===== src/rtl/mac_udp_rx.sv =====
// -----------------------------------------------------------------------------
// mac_udp_rx
//   Byte-wide Ethernet/IPv4/UDP receiver on the PHY RX side (GMII-style
//   RX_DV/RX_Data). Strips preamble and SFD. Filters on destination MAC
//   (local or broadcast), ethertype, IP version/IHL, protocol, destination IP
//   and UDP destination port. Verifies the IP header checksum and the FCS.
//   Streams the UDP payload with SOF/EOF markers. The IP header is fixed at
//   20 bytes, with no options.
//
// Ports
//   clk            byte clock; all logic on the rising edge
//   RST            synchronous reset, active high
//   RX_DV, RX_Data receive data valid and byte from the PHY
//   Payload_*      payload byte stream: Valid/Data/SOF/EOF, one cycle after input
//   Payload_Len    UDP length - 8, published when the UDP header completes
//   Src_IP         source IP of the accepted frame
//   Src_Port       source UDP port of the accepted frame
//   Frame_Done     1-cycle pulse after a frame that reached PAYLOAD or PAD_FCS
//   Frame_Good     pulses together with Frame_Done: FCS good and no truncation
//   Drop_Cnt       saturating count of frames rejected before the payload
// -----------------------------------------------------------------------------
module mac_udp_rx #(
   parameter logic [47:0] LOCAL_MAC  = 48'h081F7102C777,
   parameter logic [31:0] LOCAL_IP   = 32'hC0A80002,
   parameter logic [15:0] LOCAL_PORT = 16'd6000
) (
   input  logic        clk,
   input  logic        RST,
   input  logic        RX_DV,
   input  logic [7:0]  RX_Data,
   output logic        Payload_Valid,
   output logic [7:0]  Payload_Data,
   output logic        Payload_SOF,
   output logic        Payload_EOF,
   output logic [15:0] Payload_Len,
   output logic [31:0] Src_IP,
   output logic [15:0] Src_Port,
   output logic        Frame_Done,
   output logic        Frame_Good,
   output logic [15:0] Drop_Cnt
);

   typedef enum logic [3:0] {
      S_WAIT_IDLE, S_IDLE, S_PREAMBLE, S_DST_MAC, S_SRC_MAC, S_ETYPE,
      S_IP_HDR, S_UDP_HDR, S_PAYLOAD, S_PAD_FCS, S_DROP
   } state_t;

   // Register value left by a reflected CRC-32 that has absorbed its own FCS
   localparam logic [31:0] CRC_RESIDUE = 32'hDEBB20E3;

   state_t      state_q, state_d;
   logic [4:0]  cnt_q, cnt_d;               // byte index within the current header
   logic [7:0]  hi_q, hi_d;                 // previous byte = high half of 16-bit fields
   logic [15:0] csum_q, csum_d;             // running ones-complement IP header sum
   logic [31:0] crc_q, crc_d;
   logic        uc_q, uc_d, bc_q, bc_d;     // DA still matches unicast / broadcast
   logic [31:0] ip_hold_q, ip_hold_d;       // source IP, published only on acceptance
   logic [15:0] port_hold_q, port_hold_d;
   logic [15:0] len_q, len_d;               // UDP length field
   logic [15:0] rem_q, rem_d;               // payload bytes still expected
   logic        sof_pend_q, sof_pend_d;

   logic        pvalid_q, pvalid_d, psof_q, psof_d, peof_q, peof_d;
   logic [7:0]  pdata_q, pdata_d;
   logic [15:0] plen_q, plen_d, sport_q, sport_d, drop_q, drop_d;
   logic [31:0] sip_q, sip_d;
   logic        done_q, done_d, good_q, good_d;

   logic        drop_now, trunc;
   logic [15:0] word;
   logic [16:0] csum_sum;
   logic [15:0] csum_fold;
   logic [7:0]  mac_byte, ip_byte;

   function automatic logic [31:0] crc_byte(input logic [31:0] crc, input logic [7:0] data);
      logic [31:0] c;
      c = crc ^ {24'h0, data};
      for (int i = 0; i < 8; i++) begin
         c = c[0] ? ((c >> 1) ^ 32'hEDB88320) : (c >> 1);
      end
      return c;
   endfunction

   assign word      = {hi_q, RX_Data};
   assign csum_sum  = {1'b0, csum_q} + {1'b0, word};
   // End-around carry; a second carry cannot occur because the sum is at most 0x1FFFE
   assign csum_fold = csum_sum[15:0] + {15'd0, csum_sum[16]};
   assign mac_byte  = 8'(LOCAL_MAC >> {(3'd5 - cnt_q[2:0]), 3'b000});
   assign ip_byte   = 8'(LOCAL_IP >> {(2'd3 - cnt_q[1:0]), 3'b000});

   always_comb begin
      // NOTE: every variable gets its hold or default value first, so no path can infer a latch.
      state_d     = state_q;
      cnt_d       = cnt_q + 5'd1;
      hi_d        = RX_DV ? RX_Data : hi_q;
      csum_d      = csum_q;
      uc_d        = uc_q;
      bc_d        = bc_q;
      ip_hold_d   = ip_hold_q;
      port_hold_d = port_hold_q;
      len_d       = len_q;
      rem_d       = rem_q;
      sof_pend_d  = sof_pend_q;
      pvalid_d    = 1'b0;
      pdata_d     = pdata_q;
      psof_d      = 1'b0;
      peof_d      = 1'b0;
      plen_d      = plen_q;
      sip_d       = sip_q;
      sport_d     = sport_q;
      done_d      = 1'b0;
      good_d      = 1'b0;
      drop_now    = 1'b0;
      trunc       = 1'b0;

      // The CRC covers DA through FCS; it stays preset until the SFD is seen
      case (state_q)
         S_DST_MAC, S_SRC_MAC, S_ETYPE, S_IP_HDR, S_UDP_HDR, S_PAYLOAD, S_PAD_FCS:
            crc_d = RX_DV ? crc_byte(crc_q, RX_Data) : '1;
         default: crc_d = '1;
      endcase

      if (!RX_DV) begin
         state_d = S_IDLE;
         cnt_d   = '0;
         case (state_q)
            S_PREAMBLE, S_DST_MAC, S_SRC_MAC, S_ETYPE, S_IP_HDR, S_UDP_HDR: trunc = 1'b1;
            S_PAYLOAD: done_d = 1'b1;
            S_PAD_FCS: begin
               done_d = 1'b1;
               good_d = (crc_q == CRC_RESIDUE);
            end
            default: ;
         endcase
      end else begin
         case (state_q)
            S_IDLE, S_PREAMBLE: begin
               if (RX_Data == 8'hD5) begin
                  state_d = S_DST_MAC;
                  cnt_d   = '0;
                  uc_d    = 1'b1;
                  bc_d    = 1'b1;
               end else if (RX_Data == 8'h55) begin
                  state_d = S_PREAMBLE;
               end else begin
                  drop_now = 1'b1;
               end
            end
            S_DST_MAC: begin
               uc_d = uc_q && (RX_Data == mac_byte);
               bc_d = bc_q && (RX_Data == 8'hFF);
               if (!(uc_d || bc_d)) drop_now = 1'b1;
               else if (cnt_q == 5'd5) begin
                  state_d = S_SRC_MAC;
                  cnt_d   = '0;
               end
            end
            S_SRC_MAC: begin
               if (cnt_q == 5'd5) begin
                  state_d = S_ETYPE;
                  cnt_d   = '0;
               end
            end
            S_ETYPE: begin
               if (cnt_q == 5'd1) begin
                  if (word == 16'h0800) begin
                     state_d = S_IP_HDR;
                     cnt_d   = '0;
                     csum_d  = '0;
                  end else begin
                     drop_now = 1'b1;
                  end
               end
            end
            S_IP_HDR: begin
               if (cnt_q[0]) csum_d = csum_fold;
               if (cnt_q >= 5'd12 && cnt_q <= 5'd15) ip_hold_d = {ip_hold_q[23:0], RX_Data};
               if ((cnt_q == 5'd0 && RX_Data != 8'h45) ||
                   (cnt_q == 5'd9 && RX_Data != 8'h11) ||
                   (cnt_q >= 5'd16 && RX_Data != ip_byte) ||
                   (cnt_q == 5'd19 && csum_fold != 16'hFFFF)) begin
                  drop_now = 1'b1;
               end else if (cnt_q == 5'd19) begin
                  state_d = S_UDP_HDR;
                  cnt_d   = '0;
               end
            end
            S_UDP_HDR: begin
               if (cnt_q == 5'd1) port_hold_d = word;
               if (cnt_q == 5'd5) len_d = word;
               if ((cnt_q == 5'd3 && word != LOCAL_PORT) ||
                   (cnt_q == 5'd5 && word < 16'd8)) begin
                  drop_now = 1'b1;
               end else if (cnt_q == 5'd7) begin
                  // Frame accepted: publish its identity before the first payload byte
                  plen_d     = len_q - 16'd8;
                  rem_d      = len_q - 16'd8;
                  sip_d      = ip_hold_q;
                  sport_d    = port_hold_q;
                  sof_pend_d = 1'b1;
                  state_d    = (len_q > 16'd8) ? S_PAYLOAD : S_PAD_FCS;
                  cnt_d      = '0;
               end
            end
            S_PAYLOAD: begin
               pvalid_d   = 1'b1;
               pdata_d    = RX_Data;
               psof_d     = sof_pend_q;
               sof_pend_d = 1'b0;
               rem_d      = rem_q - 16'd1;
               if (rem_q == 16'd1) begin
                  peof_d  = 1'b1;
                  state_d = S_PAD_FCS;
               end
            end
            default: ;   // WAIT_IDLE, DROP, PAD_FCS: absorb bytes until RX_DV falls
         endcase
         if (drop_now) state_d = S_DROP;
      end

      drop_d = ((drop_now || trunc) && drop_q != 16'hFFFF) ? drop_q + 16'd1 : drop_q;
   end

   // NOTE: sequential state uses nonblocking assignments so every flop samples pre-edge values.
   always_ff @(posedge clk) begin
      if (RST) begin
         state_q     <= S_WAIT_IDLE;
         cnt_q       <= '0;
         hi_q        <= '0;
         csum_q      <= '0;
         crc_q       <= '1;
         uc_q        <= 1'b0;
         bc_q        <= 1'b0;
         ip_hold_q   <= '0;
         port_hold_q <= '0;
         len_q       <= '0;
         rem_q       <= '0;
         sof_pend_q  <= 1'b0;
         pvalid_q    <= 1'b0;
         pdata_q     <= '0;
         psof_q      <= 1'b0;
         peof_q      <= 1'b0;
         plen_q      <= '0;
         sip_q       <= '0;
         sport_q     <= '0;
         done_q      <= 1'b0;
         good_q      <= 1'b0;
         drop_q      <= '0;
      end else begin
         state_q     <= state_d;
         cnt_q       <= cnt_d;
         hi_q        <= hi_d;
         csum_q      <= csum_d;
         crc_q       <= crc_d;
         uc_q        <= uc_d;
         bc_q        <= bc_d;
         ip_hold_q   <= ip_hold_d;
         port_hold_q <= port_hold_d;
         len_q       <= len_d;
         rem_q       <= rem_d;
         sof_pend_q  <= sof_pend_d;
         pvalid_q    <= pvalid_d;
         pdata_q     <= pdata_d;
         psof_q      <= psof_d;
         peof_q      <= peof_d;
         plen_q      <= plen_d;
         sip_q       <= sip_d;
         sport_q     <= sport_d;
         done_q      <= done_d;
         good_q      <= good_d;
         drop_q      <= drop_d;
      end
   end

   assign Payload_Valid = pvalid_q;
   assign Payload_Data  = pdata_q;
   assign Payload_SOF   = psof_q;
   assign Payload_EOF   = peof_q;
   assign Payload_Len   = plen_q;
   assign Src_IP        = sip_q;
   assign Src_Port      = sport_q;
   assign Frame_Done    = done_q;
   assign Frame_Good    = good_q;
   assign Drop_Cnt      = drop_q;

endmodule


===== config.mk =====
export PLATFORM = sky130hd
export DESIGN_NAME = mac_udp_rx
export DESIGN_NICKNAME = d
export VERILOG_FILES = /design/src/rtl/mac_udp_rx.sv
export SDC_FILE = /design/constraint.sdc
export NUM_CORES = 1
export LEC_CHECK = 0
export CAP_MARGIN = 25
export CORE_MARGIN = 2
export CORE_UTILIZATION = 38
export DETAILED_ROUTE_END_ITERATION = 7
export HOLD_SLACK_MARGIN = 0.02
export PLACE_DENSITY_LB_ADDON = 0.2
export SLEW_MARGIN = 20
export SYNTH_ARGS = -nofsm -noshare
export SYNTH_HDL_FRONTEND = slang
export SYNTH_SLANG_ARGS = --single-unit

===== constraint.sdc =====
create_clock -name clk -period 8.9 [get_ports clk]
set_clock_uncertainty 0.2 [all_clocks]
set_input_delay 1.78 -clock clk [delete_from_list [all_inputs] [get_ports clk]]
set_output_delay 1.78 -clock clk [all_outputs]
set_load 0.01 [all_outputs]

Figure 1. Signal wires on met1.
(3 px per µm) Supply wires on this layer in grey. Cells faint in the background.
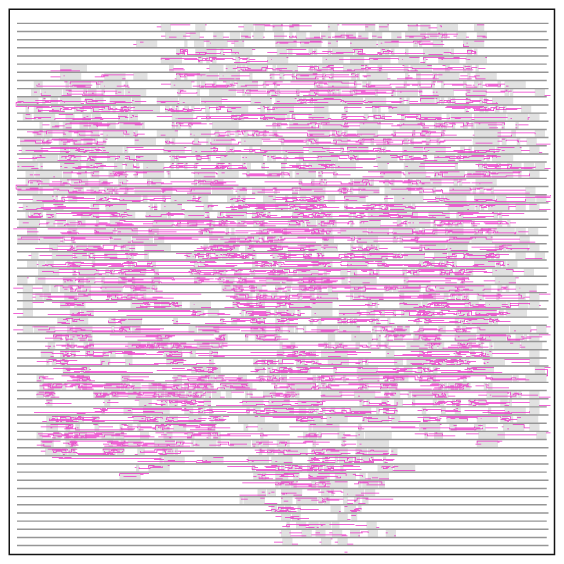
1513 nets have wire on it. The layer carries 16200 µm of wire. The layer holds 49% of the routed length. The longest straight run is 49.2 µm.
via count: 10600
GR Util met1: 0.279
final WL: 33.1 mm

Figure 2. Met3 routing.
(2 px per µm) Cells faint in the background.
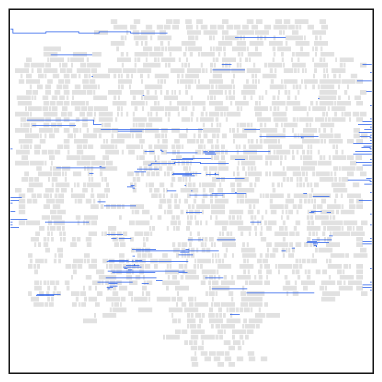
The longest straight run is 50.8 µm. 116 nets have wire on it. The layer holds 3.8% of the routed length. The wires run mostly horizontal. The layer carries 1240 µm of wire.
GRT met3 Usage: 0.0220

==> CHANGELOG.md <==
## Implementation

- Fillers: 3124
- Routed len/inst: 16.6 µm
- Buffers excl. clock: 125
- Most numerous logic cell after layout: nand2_1
- Worst VDD drop: 0.136 mV
- Mapped Area: 11900 µm²
- Combinational Power Share: 0.106
- DRT Pass-1 Iters: 5
- Worst reg2reg path endpoint: Drop_Cnt[5]$_SDFFE_PP0P_
- Max Cap Viol: 0
- Yosys stat chip area: 11900 µm²
- MI comb cells: 1152
- Sequential Power Share: 0.436
- # hold bufs at CTS: 0
- Initial antenna violation count: 0
- Fin Setup TNS: 0 ps
- Met2 usage in global routing: 0.333
- Area of the die: 32900 µm²
- DRC: 0
- Critical Path Sink Type: register
- Ports: 104
- Post-CTS setup buffer count: 0
- Area fraction in mux cells: 0.0153
- Status: complete, no violations
- Syn Inst Count: 1507
- Critical Path Fanout Max: 15
## metal layers
metal / vias up / wire (µm)
li1: 5327 / -
met1: 5020 / 16200
met2: 231 / 15100
met3: 39 / 1240
met4: 0 / 544
met5: - / 0
## cells by family after synthesis
kind of cell    after synthesis
xor+xnor                    119
simple gates                654
mux                          17
flops                       241
compound gates              332
fa+ha+maj                    30
buf+inv                     114
## per-stage QoR
stage | setup slack, ps | area (µm²) | instances
detailed placement | 955 | 13300 | 1934
floorplan | 2170 | 11900 | 1507
global route | 1100 | 14300 | 1987
global placement | 1160 | 13300 | 1932
finish | 1400 | 14300 | 1987
CTS | 1510 | 14200 | 1984
Power and IR drop assume default switching activity.
